==> src/rtl/load_store_unit.sv <==
// Load/store unit: turns a control-unit memory request into one registered
// Wishbone-classic bus cycle, with lane alignment, load extension and misalignment faults.
module load_store_unit #(
   parameter int DATA_SIZE = 32,
   parameter int BYTE_NUM  = DATA_SIZE / 8,
   parameter int OFFSET_W  = $clog2(BYTE_NUM)
) (
   input  logic                 clock,
   input  logic                 reset,
   input  logic                 rd_en,
   input  logic                 wr_en,
   input  logic [BYTE_NUM-1:0]  byte_en,
   input  logic                 unsigned_load,
   input  logic [DATA_SIZE-1:0] addr,
   input  logic [DATA_SIZE-1:0] wr_data,
   output logic [DATA_SIZE-1:0] rd_data,
   output logic                 mem_ack,
   output logic                 misaligned,
   output logic                 bus_cyc,
   output logic                 bus_stb,
   output logic                 bus_we,
   output logic [BYTE_NUM-1:0]  bus_sel,
   output logic [DATA_SIZE-1:0] bus_addr,
   output logic [DATA_SIZE-1:0] bus_dat_o,
   input  logic [DATA_SIZE-1:0] bus_dat_i,
   input  logic                 bus_ack
);

   localparam int LOG_W = OFFSET_W + 1;

   typedef enum logic [1:0] {IDLE, BUS, DONE, FAULT} state_t;

   state_t               state_q;
   logic [OFFSET_W-1:0]  off_q;
   logic [LOG_W-1:0]     log_q;
   logic                 unsigned_q;
   logic                 we_q;
   logic [DATA_SIZE-1:0] rd_data_q;
   logic                 mem_ack_q;
   logic                 misaligned_q;
   logic                 bus_cyc_q;
   logic                 bus_we_q;
   logic [BYTE_NUM-1:0]  bus_sel_q;
   logic [DATA_SIZE-1:0] bus_addr_q;
   logic [DATA_SIZE-1:0] bus_dat_q;

   logic [BYTE_NUM-1:0]  req_mask;
   logic [LOG_W-1:0]     req_log;
   logic [OFFSET_W-1:0]  req_align;
   logic [OFFSET_W-1:0]  req_off;
   logic                 req_misaligned;
   logic                 req_we;

   logic [DATA_SIZE-1:0] lane_data;
   logic [DATA_SIZE-1:0] load_keep;
   logic [DATA_SIZE-1:0] load_ext;

   // Unrecognised byte_en patterns fall back to a full-width access.
   always_comb begin
      req_mask  = '1;
      req_log   = LOG_W'(OFFSET_W);
      req_align = '1;
      for (int s = 0; s < OFFSET_W; s++) begin
         if (byte_en == BYTE_NUM'((1 << (1 << s)) - 1)) begin
            req_mask  = byte_en;
            req_log   = LOG_W'(s);
            req_align = OFFSET_W'((1 << s) - 1);
         end
      end
   end

   assign req_off        = addr[OFFSET_W-1:0];
   assign req_misaligned = |(req_off & req_align);
   assign req_we         = wr_en & ~rd_en;

   assign lane_data = bus_dat_i >> {off_q, 3'b000};

   // Full-width loads keep every bit; narrower ones are masked then extended.
   always_comb begin
      load_keep = '1;
      load_ext  = lane_data;
      for (int s = 0; s < OFFSET_W; s++) begin
         if (log_q == LOG_W'(s)) begin
            load_keep = {DATA_SIZE{1'b1}} >> (DATA_SIZE - (8 << s));
            load_ext  = lane_data & load_keep;
            if (!unsigned_q && lane_data[(8 << s) - 1])
               load_ext = load_ext | ~load_keep;
         end
      end
   end

   always_ff @(posedge clock or posedge reset) begin
      if (reset) begin
         state_q      <= IDLE;
         off_q        <= '0;
         log_q        <= '0;
         unsigned_q   <= 1'b0;
         we_q         <= 1'b0;
         rd_data_q    <= '0;
         mem_ack_q    <= 1'b0;
         misaligned_q <= 1'b0;
         bus_cyc_q    <= 1'b0;
         bus_we_q     <= 1'b0;
         bus_sel_q    <= '0;
         bus_addr_q   <= '0;
         bus_dat_q    <= '0;
      end else begin
         case (state_q)
            IDLE: begin
               if (rd_en || wr_en) begin
                  off_q      <= req_off;
                  log_q      <= req_log;
                  unsigned_q <= unsigned_load;
                  we_q       <= req_we;
                  if (req_misaligned) begin
                     state_q      <= FAULT;
                     mem_ack_q    <= 1'b1;
                     misaligned_q <= 1'b1;
                  end else begin
                     state_q    <= BUS;
                     bus_cyc_q  <= 1'b1;
                     bus_we_q   <= req_we;
                     bus_sel_q  <= req_mask << req_off;
                     bus_addr_q <= {addr[DATA_SIZE-1:OFFSET_W], {OFFSET_W{1'b0}}};
                     bus_dat_q  <= wr_data << {req_off, 3'b000};
                  end
               end
            end
            BUS: begin
               if (bus_ack) begin
                  state_q    <= DONE;
                  mem_ack_q  <= 1'b1;
                  bus_cyc_q  <= 1'b0;
                  bus_we_q   <= 1'b0;
                  bus_sel_q  <= '0;
                  bus_addr_q <= '0;
                  bus_dat_q  <= '0;
                  if (!we_q)
                     rd_data_q <= load_ext;
               end
            end
            DONE, FAULT: begin
               state_q      <= IDLE;
               mem_ack_q    <= 1'b0;
               misaligned_q <= 1'b0;
            end
            default: state_q <= IDLE;
         endcase
      end
   end

   assign rd_data    = rd_data_q;
   assign mem_ack    = mem_ack_q;
   assign misaligned = misaligned_q;
   assign bus_cyc    = bus_cyc_q;
   assign bus_stb    = bus_cyc_q;
   assign bus_we     = bus_we_q;
   assign bus_sel    = bus_sel_q;
   assign bus_addr   = bus_addr_q;
   assign bus_dat_o  = bus_dat_q;

endmodule
==> config.mk <==
export PLATFORM = sky130hd
export DESIGN_NAME = load_store_unit
export DESIGN_NICKNAME = d
export VERILOG_FILES = /design/src/rtl/load_store_unit.sv
export SDC_FILE = /design/constraint.sdc
export NUM_CORES = 1
export LEC_CHECK = 0
export CAP_MARGIN = 40
export CORE_AREA = 2 2 112 114
export CTS_BUF_LIST = sky130_fd_sc_hd__clkbuf_16
export CTS_CLUSTER_DIAMETER = 80
export DETAILED_ROUTE_END_ITERATION = 8
export DIE_AREA = 0 0 114 116
export GPL_ROUTABILITY_DRIVEN = 0
export HOLD_SLACK_MARGIN = 0.15
export PLACE_DENSITY = 0.76
export RECOVER_POWER = 100
export SLEW_MARGIN = 5
export SYNTH_ARGS = -nofsm -noshare
export SYNTH_HDL_FRONTEND = slang
export SYNTH_SLANG_ARGS = --single-unit
export TNS_END_PERCENT = 100
==> constraint.sdc <==
create_clock -name clock -period 5.29 [get_ports clock]
set_clock_uncertainty 0.15 [all_clocks]
set_input_delay 1.3225 -clock clock [delete_from_list [all_inputs] [get_ports clock]]
set_output_delay 1.3225 -clock clock [all_outputs]
set_load 0.01 [all_outputs]
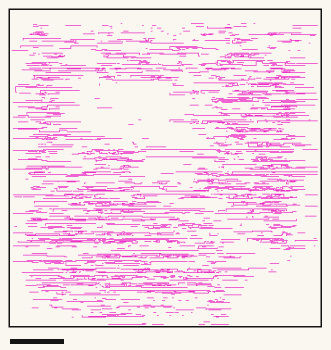
*Met1 routing*
Bar = 20 µm.
share of all routed wire	43%
nets with wire on the layer	674
main direction	horizontal
longest straight run	40.9 µm
GRT met1 Usage: 0.3210
Post-Route WL: 15200 µm
DR vias: 4526

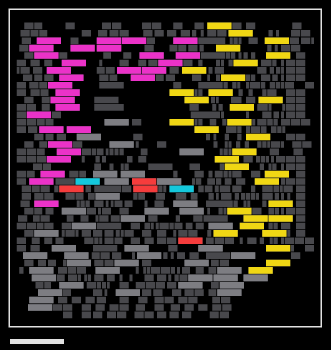
*Sequential cells grouped by signal name*
Bar = 20 µm. Other sequential cells in the stronger gray, the rest of the logic in the fainter gray.
color	netlist name	flops
yellow	`rd_data`	32
red	`bus_sel`	4
magenta	`bus_addr`	30
cyan	`log_q`	2
not colored	42
sequential power: 1490 µW
Layout Utilization: 0.6361
sequential share of cell area: 0.3633
FF+latch area: 2753 µm²

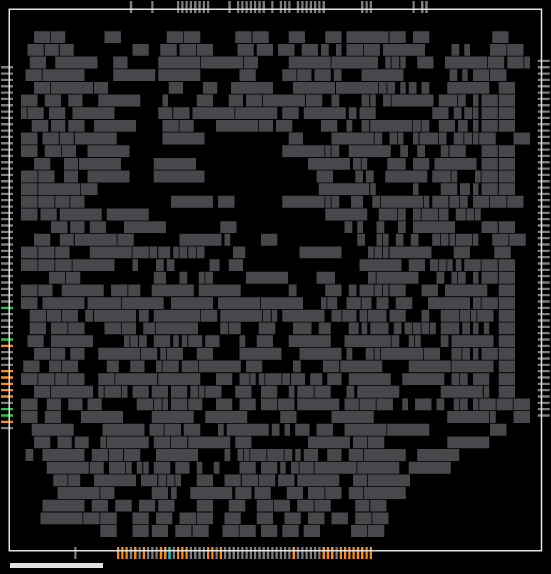
*I/O pins on the die edge*
Bar = 20 µm. Pins as bars across the die edge, other pins in gray.
color	port	pins	direction	edge
orange	`bus_dat_o`	32	output	25 south, 7 west
cyan	`bus_stb`	1	output	south
green	`byte_en`	4	input	west
Die Ht: 116 µm
IO Port Bufs: 208

==> deck_impl_summary.md <==
Implementation Results

Pwr
  – Worst vdd ir: 0.0002919 V
  – PwrDens: 543.8 nW/µm²

Run status
  – Failing checks: max-capacitance violations
  – Status: finished, violations left

Global route
  – Initial antenna violation count: 0
  – Total gr overflow: 0
  – GRT met2 Usage: 0.3663

Critical path
  – CP startpoint: byte_en[2]
  – Req. time, crit path: 5.36 ns
  – Critical path class: input pin to register
  – CP top delay family: AND-OR/OR-AND gates
  – Crit path to: bus_dat_o[3]
  – Critical path launch point type: input pin

Layout
  – Final net count: 768
  – Nonclk inv count: 5

Routing
  – DR WL met3: 1129 µm
  – Top Layer Used: met4

Job
  – Max cap viols: 1

Synthesis
  – Distinct lib cells: 39
  – Compound-gate portion of the synthesized area: 0.2134
  – EDFF count, synth: 0
  – Syn_area_per_cell: 10.77 µm²
  – Synth Cell Area: between 5000 and 6000 µm²
  – XOR-XNOR Cells, Area Fraction: 0.001731
  – Yosys reg bits: 110
  – Top cells by count: dfrtp_1 (110), a21oi_1 (54), a22o_1 (48)
  – Commonest flop: dfrtp_1
  – Cells after Synth: 470

Clock tree
  – Maximum clock insertion buffer count: 2
  – Clock transition at path regs: 0.07 ns
  – Post-cts repair resize count: 0
  – H-tree levels: 3

Die
  – I/O pin cnt: 211
  – FP Core Util: 0.4248
  – Tapcells inserted: ~150
  – Placeable core area: 11910 µm²

STA
  – Max_slew headroom: 0.01093
  – RSZ-0062 raised after global routing: false
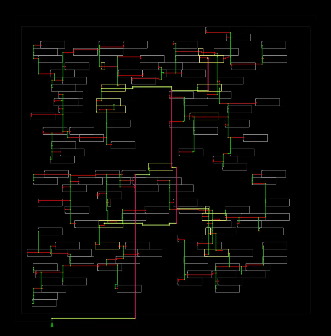
*Clock wiring as the flow saved it*
reported clock group power: 695 µW
clk ins delay skew pair: 0.34 ns
clock buffer count: 9

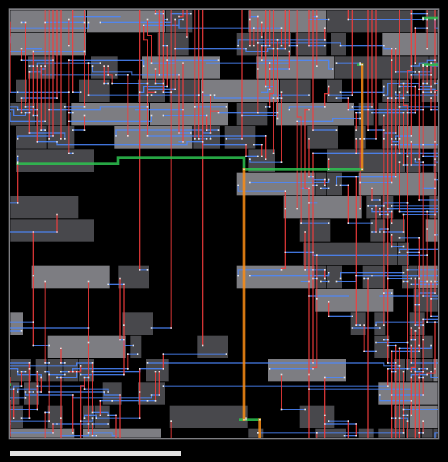
*Layout detail*
Bar = 20 µm. Window x 32 to 82, y 56 to 106 µm. Cells in gray, sequential cells in the stronger gray; small squares are vias.
color	layer
green	metal 3
blue	metal 1
red	metal 2
orange	metal 4
sequential cells in the window	22
most frequent	a21oi_1 (22), dfrtp_1 (22), dlygate4sd3_1 (11)
cells with their middle in the window	106
netlist names of flops here include	`bus_addr` (10), `rd_data` (9)

## kinds of logic (layout without fill, tap and decap cells)
family	count (synthesis)	in the layout
AND-OR/OR-AND	158	158
XOR/XNOR	1	1
buffers and inverters	43	239
flip-flops	110	110
multiplexers	51	51
other	1	2
AND/OR/NAND/NOR	106	106
## worst register-to-register path, delay by kind of cell (launching register included)
family                 cells  cell delay [ns]
and+or+nand+nor            3             1.47
AOI/OAI and AO/OA          1             0.16
buffers and inverters      1             0.62
DFF                        1             0.43
## power breakdown
group,switching (µW),internal [µW],leakage [µW]
Clock,286,408,0.000159
Combinational,930,1000,0.00193
Sequential,247,1240,0.00140
## flip-flops by register name, summed over array words and instances, names as in the netlist, 2 cells and up
name / count
bus_dat_o: 32
rd_data: 32
bus_addr: 30
bus_sel: 4
log_q: 2
off_q: 2
state_q: 2
Power figures rest on the tool's default switching activity, not on a simulated workload.
